==> run_1/m4.png <==
Drawn at 3 px/um. Supply wires on this layer in gray.
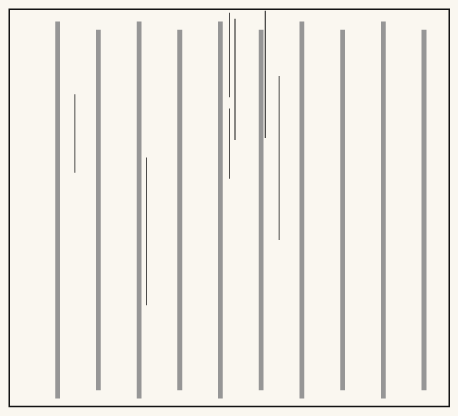
==> run_1/congestion_map.png <==
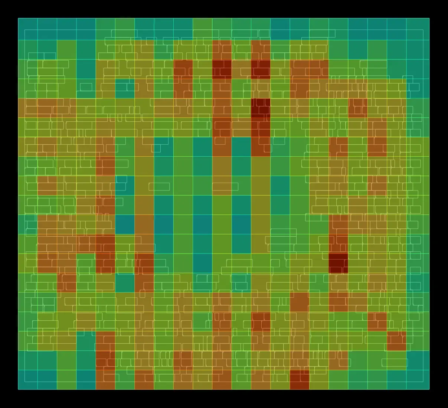
==> run_1/closeup.png <==
Region (58, 25) to (88, 55) um. Cells in gray, sequential cells in the stronger gray; small squares are vias.
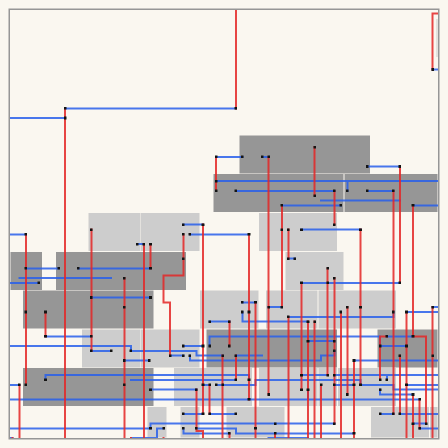
[config.mk]
export PLATFORM = sky130hd
export DESIGN_NAME = alu_issue_stage
export DESIGN_NICKNAME = d
export VERILOG_FILES = /design/src/rtl/alu_issue_stage.sv
export SDC_FILE = /design/constraint.sdc
export NUM_CORES = 1
export LEC_CHECK = 0
export ABC_AREA = 0
export ABC_CLOCK_PERIOD_IN_PS = 2900
export CAP_MARGIN = 20
export CORE_ASPECT_RATIO = 0.9
export CORE_MARGIN = 2
export CORE_UTILIZATION = 40
export DETAILED_ROUTE_END_ITERATION = 8
export PLACE_DENSITY = 0.81
export REMOVE_ABC_BUFFERS = 1
export SLEW_MARGIN = 5
export SYNTH_ARGS = -nofsm -noshare
export SYNTH_HDL_FRONTEND = slang
export SYNTH_SLANG_ARGS = --single-unit
[constraint.sdc]
create_clock -name clk -period 2.9 [get_ports clk]
set_input_delay 0.58 -clock clk [delete_from_list [all_inputs] [get_ports clk]]
set_output_delay 0.58 -clock clk [all_outputs]
set_load 0.05 [all_outputs]
[src/rtl/alu_issue_stage.sv]
// alu_issue_stage: ID/EX issue stage feeding the ALU.
// Resolves operand B (register or immediate), optionally forwards in-flight
// results onto both operands, masks sll shift amounts to 5 bits, and buffers
// up to two micro-ops in an output register plus skid register so that
// in_ready can come straight from a flop without losing throughput.
// Optional feature macro: ALU_ISSUE_FWD_EN enables EX/WB operand forwarding.
module alu_issue_stage #(
    parameter int XLEN   = 32,
    parameter int RIDX_W = 5
) (
    input  logic              clk,
    input  logic              rst_n,
    input  logic              flush,
    input  logic              in_valid,
    output logic              in_ready,
    input  logic [XLEN-1:0]   in_rs1_val,
    input  logic [XLEN-1:0]   in_rs2_val,
    input  logic [RIDX_W-1:0] in_rs1_idx,
    input  logic [RIDX_W-1:0] in_rs2_idx,
    input  logic [RIDX_W-1:0] in_rd_idx,
    input  logic [XLEN-1:0]   in_imm,
    input  logic              in_use_imm,
    input  logic [3:0]        in_alu_sel,
    input  logic              ex_fwd_valid,
    input  logic [RIDX_W-1:0] ex_fwd_idx,
    input  logic [XLEN-1:0]   ex_fwd_data,
    input  logic              wb_fwd_valid,
    input  logic [RIDX_W-1:0] wb_fwd_idx,
    input  logic [XLEN-1:0]   wb_fwd_data,
    output logic              out_valid,
    input  logic              out_ready,
    output logic [XLEN-1:0]   opA,
    output logic [XLEN-1:0]   opB,
    output logic [3:0]        aluOutSel,
    output logic [RIDX_W-1:0] out_rd_idx
);

    localparam logic [3:0] SEL_SLL = 4'b0111;

    typedef enum logic [1:0] {
        ST_EMPTY = 2'd0,
        ST_ONE   = 2'd1,
        ST_TWO   = 2'd2
    } state_t;

    state_t              state_q;
    logic                in_ready_q;
    logic                out_valid_q;
    logic [XLEN-1:0]     opa_q;
    logic [XLEN-1:0]     opb_q;
    logic [3:0]          sel_q;
    logic [RIDX_W-1:0]   rd_q;
    logic [XLEN-1:0]     skid_opa_q;
    logic [XLEN-1:0]     skid_opb_q;
    logic [3:0]          skid_sel_q;
    logic [RIDX_W-1:0]   skid_rd_q;

    logic                in_fire;
    logic                out_fire;
    logic [XLEN-1:0]     rs1_res;
    logic [XLEN-1:0]     rs2_res;
    logic [XLEN-1:0]     b_res;
    logic [XLEN-1:0]     opb_d;

    assign in_fire  = in_valid & in_ready_q;
    assign out_fire = out_valid_q & out_ready;

`ifndef ALU_ISSUE_FWD_EN
    // Forward buses and source indices only matter when forwarding is built in.
    logic unused_fwd;
    assign unused_fwd = ^{ex_fwd_valid, ex_fwd_idx, ex_fwd_data,
                          wb_fwd_valid, wb_fwd_idx, wb_fwd_data,
                          in_rs1_idx, in_rs2_idx};
`endif

    // Operand resolution at capture time: forwarding (EX over WB), immediate
    // select, then shift-amount masking for sll.
    always_comb begin
        rs1_res = in_rs1_val;
        rs2_res = in_rs2_val;
`ifdef ALU_ISSUE_FWD_EN
        // Register x0 is hardwired, so it never takes a forwarded value.
        if (in_rs1_idx != '0) begin
            if (wb_fwd_valid && (wb_fwd_idx == in_rs1_idx)) rs1_res = wb_fwd_data;
            if (ex_fwd_valid && (ex_fwd_idx == in_rs1_idx)) rs1_res = ex_fwd_data;
        end
        if (in_rs2_idx != '0) begin
            if (wb_fwd_valid && (wb_fwd_idx == in_rs2_idx)) rs2_res = wb_fwd_data;
            if (ex_fwd_valid && (ex_fwd_idx == in_rs2_idx)) rs2_res = ex_fwd_data;
        end
`endif
        b_res = in_use_imm ? in_imm : rs2_res;
        opb_d = b_res;
        // The ALU shifter iterates once per amount bit value, so cap it at 31.
        if (in_alu_sel == SEL_SLL) begin
            opb_d = {{(XLEN-5){1'b0}}, b_res[4:0]};
        end
    end

    // Occupancy FSM with output and skid registers; all handshake outputs are flops.
    always_ff @(posedge clk or negedge rst_n) begin
        if (!rst_n) begin
            state_q     <= ST_EMPTY;
            in_ready_q  <= 1'b1;
            out_valid_q <= 1'b0;
            opa_q       <= '0;
            opb_q       <= '0;
            sel_q       <= '0;
            rd_q        <= '0;
            skid_opa_q  <= '0;
            skid_opb_q  <= '0;
            skid_sel_q  <= '0;
            skid_rd_q   <= '0;
        end else if (flush) begin
            // Drop everything including any op offered this cycle; data regs keep values.
            state_q     <= ST_EMPTY;
            in_ready_q  <= 1'b1;
            out_valid_q <= 1'b0;
        end else begin
            case (state_q)
                ST_EMPTY: begin
                    if (in_fire) begin
                        opa_q       <= rs1_res;
                        opb_q       <= opb_d;
                        sel_q       <= in_alu_sel;
                        rd_q        <= in_rd_idx;
                        out_valid_q <= 1'b1;
                        state_q     <= ST_ONE;
                    end
                end
                ST_ONE: begin
                    if (in_fire && out_fire) begin
                        opa_q <= rs1_res;
                        opb_q <= opb_d;
                        sel_q <= in_alu_sel;
                        rd_q  <= in_rd_idx;
                    end else if (in_fire) begin
                        skid_opa_q <= rs1_res;
                        skid_opb_q <= opb_d;
                        skid_sel_q <= in_alu_sel;
                        skid_rd_q  <= in_rd_idx;
                        in_ready_q <= 1'b0;
                        state_q    <= ST_TWO;
                    end else if (out_fire) begin
                        out_valid_q <= 1'b0;
                        state_q     <= ST_EMPTY;
                    end
                end
                ST_TWO: begin
                    if (out_fire) begin
                        opa_q      <= skid_opa_q;
                        opb_q      <= skid_opb_q;
                        sel_q      <= skid_sel_q;
                        rd_q       <= skid_rd_q;
                        in_ready_q <= 1'b1;
                        state_q    <= ST_ONE;
                    end
                end
                default: begin
                    state_q     <= ST_EMPTY;
                    in_ready_q  <= 1'b1;
                    out_valid_q <= 1'b0;
                end
            endcase
        end
    end

    assign in_ready   = in_ready_q;
    assign out_valid  = out_valid_q;
    assign opA        = opa_q;
    assign opB        = opb_q;
    assign aluOutSel  = sel_q;
    assign out_rd_idx = rd_q;

endmodule

==> results.yml, run 1 <==
# physical design summary
power:
  power_leader: "combinational cells"
  p_int_uw: 6586
  p_sw_uw: 3988
timing:
  setup_tns_ps: 0
  worstMarginPinSlew_ps: 567.3
synth:
  fa_ha_area_share_pct: 0
  yosys_area_um2: 7276
clock_tree:
  cts_tree: "built"
  cts_resized: 0
  post-cts-setup-buffers: 0
placed_design:
  dp_hpwl_um: 11280
  dp_worst_setup_slack_ps: 325.6
routing:
  first_pass_iters: 4
floorplanning:
  die_w_um: 146.2
layout:
  lay_top_count: "clkdlybuf4s50_1"
  dominant_cells: "sequential cells"
  final-clk-cell-share_pct: 6.100
outcome:
  status: "completed"
job:
  tool_warnings: 111
grt:
  grt_pass1_vias: 5256
## Picture notes: m4.png
main direction = vertical
wire length on this layer = 263 um
longest straight run = 54.4 um
share of all routed wire = 1.6%
nets with wire on the layer = 5
Vias: 4580
Detailed Route WL: 16400 um

## Picture notes: congestion_map.png
DR WL/cell: 17.63 um
M1 GR Usage: 21.20%
Total GRT Usage: 17.57%
GR Util met3: 5.675%

## Picture notes: closeup.png
blue -> M1
red -> M2
sequential cells in the window = 7
most frequent = mux2_2 (9), dfrtp_1 (7), mux2_4 (3)
netlist names of flops here include = skid_opb_q (4), opB (3)
cells with their middle in the window = 24

==> run_1/gates.png <==
Drawn at 4 px/um.
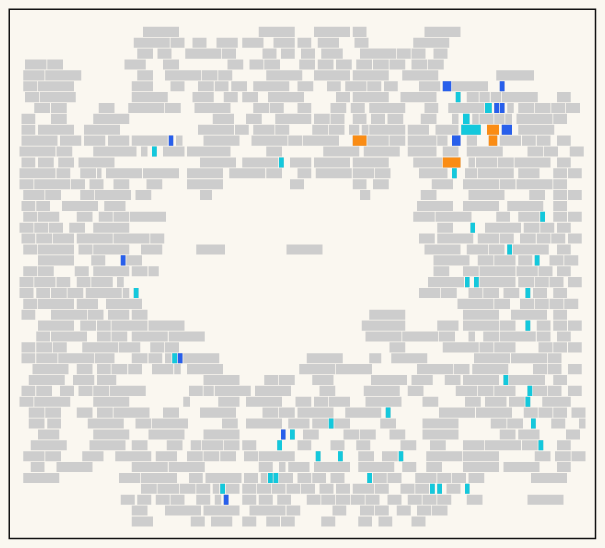

--- run 2 (diff from run 1) ---
ABC_CLOCK_PERIOD_IN_PS = 2400   (was 2900)
clock period = 2.4 ns   (was 2.9 ns; I/O delays follow)
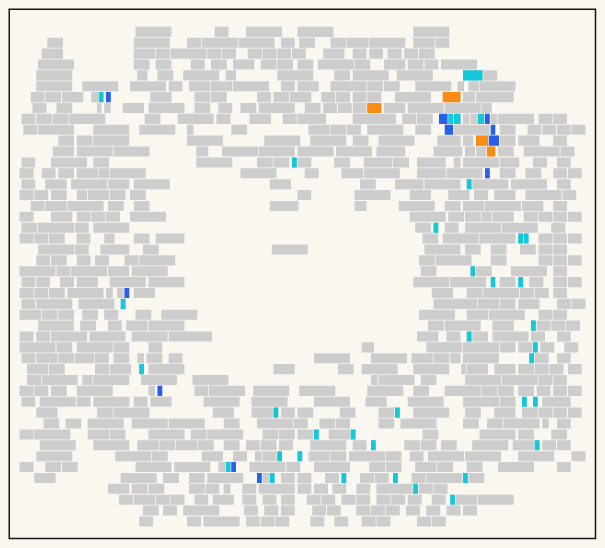
(run_2/gates.png)
Drawn at 4 px/um.
orange -> and/or cells  # cells 4, where upper right
blue -> nand cells  # cells 11, most used nand2_1, where all over the die
cyan -> nor cells  # cells 36, most used nor2_1
multi-input logic portion of the cell area: 32.70%
Commonest Layout Cell: clkdlybuf4s50_1
Final Non-Filler Cells: 938

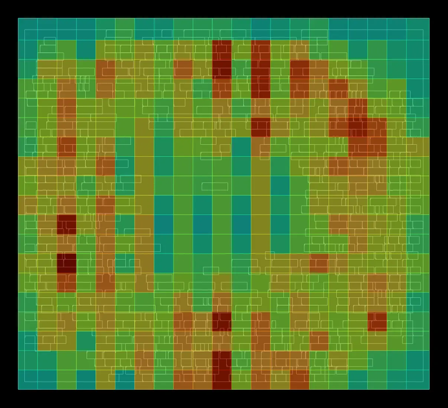
(run_2/congestion_map.png)
DR WL/cell: 17.70 um
M1 GR Usage: 21.03%
GR Util met3: 5.709%
grt met2 use: 30.87%
GR peak layer: met2

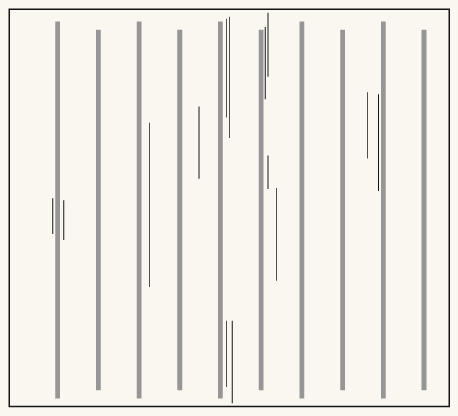
(run_2/m4.png)
Drawn at 3 px/um. Supply wires on this layer in gray.
wire length on this layer = 365 um
main direction = vertical
nets with wire on the layer = 12
share of all routed wire = 2.2%
Detailed Route WL: 16600 um
Vias: 4679

==> results.yml, run 2 <==
# physical design summary
grt:
  grt_max_degree: 50
  grt_pass1_vias: 5296
clock_tree:
  post-cts-setup-buffers: 0
  cts_tree: "built"
routing:
  first_pass_iters: 5
  wl_met3_um: 1096
  route.met2.wl_um: 8209
worst_setup_path:
  end_kind: "output port"
power:
  power_leader: "combinational cells"
  p_sw_uw: 4826
  p_leak_uw: 0.004327
  p_int_uw: 8002
layout:
  final_util_pct: 56.92
  dominant_cells: "sequential cells"
synth:
  edf_count: 0
  fa_ha_area_share_pct: 0
  yosys_area_um2: 7276
  synth.cellmix.simpleShare_pct: 3.078
timing:
  worstMarginPinSlew_ps: 545.1
  max_slew_margin_pct: 63.55
  setup_tns_ps: 0
  hold_ws_ps: 14.13
placed_design:
  dp_hpwl_um: 11550
  dp_worst_setup_slack_ps: 19.27
outcome:
  status: "completed"
--- run 3 (diff from run 2) ---
CAP_MARGIN = not set   (was 20)
SKIP_CTS_REPAIR_TIMING = 1   (was not set)
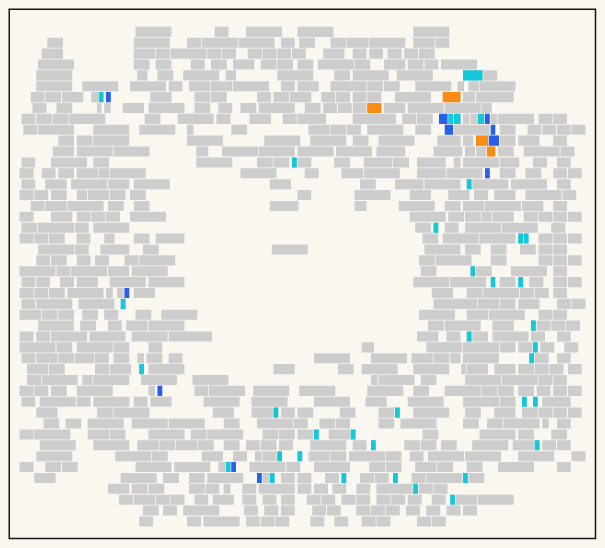
(run_3/gates.png)
Drawn at 4 px/um.
blue -> nand cells  # cells 11, most used nand2_1, where all over the die
orange -> and/or cells  # cells 4, where upper right
cyan -> nor cells  # cells 36, most used nor2_1

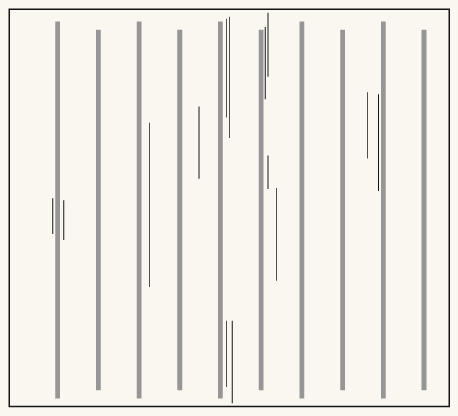
(run_3/m4.png)
Drawn at 3 px/um. Supply wires on this layer in gray.
main direction = vertical
wire length on this layer = 365 um
nets with wire on the layer = 12

==> results.yml, run 3 <==
# physical design summary
outcome:
  status: "completed"
layout:
  final-clk-cell-share_pct: 6.014
  comb_share_pct: 32.70
  drive_gt1_share_pct: 36.53
  final_cell_count_no_fill: 938
  nClkBuffers: 21
  lay_top_count: "clkdlybuf4s50_1"
  dominant_cells: "sequential cells"
routing:
  route.met2.wl_um: 8209
  first_pass_iters: 5
  wl_met3_um: 1096
  wl_um: 16600
  routedWlPerCell_um: 17.70
  vias: 4679
synth:
  fa_ha_area_share_pct: 0
  yosys_area_um2: 7276
  ys_ff: 150
  synthXorXnorAreaFrac_pct: 0
  synth.cellmix.simpleShare_pct: 3.078
  edf_count: 0
power:
  p_int_uw: 8002
  p_leak_uw: 0.004327
  p_sw_uw: 4826
  power_leader: "combinational cells"
floorplanning:
  io_pins: 272
  die_w_um: 146.2
  fp.dieH_um: 131.9
timing:
  max_freq_mhz: 439.0
  hold_ws_ps: 14.13
  worstMarginPinSlew_ps: 545.1
  setup_tns_ps: 0
worst_setup_path:
  end_kind: "output port"
  path_max_fanout: 5
  max_stage_delay_ps: 820
placed_design:
  place_area_um2: 9483
  dp_worst_setup_slack_ps: 19.27
  dp_hpwl_um: 11550
clock_tree:
  cts_tree: "built"
  cts_root_buffer: "clkbuf_16"
grt:
  grtUsageMet1_pct: 21.03
  grt_max_degree: 50
  grt_use_met3_pct: 5.709
  grt_pass1_vias: 5296
  busiest_layer: "met2"
  grt_use_met2_pct: 30.87
job:
  drv_cap: 0
  tool_warnings: 111
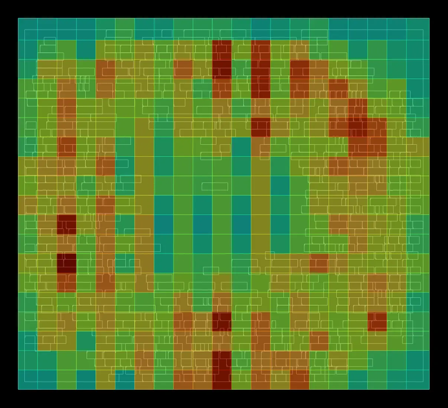
(run_3/congestion_map.png)
fin util: 56.92%
Total GRT Usage: 17.89%

Power and IR drop assume default switching activity.
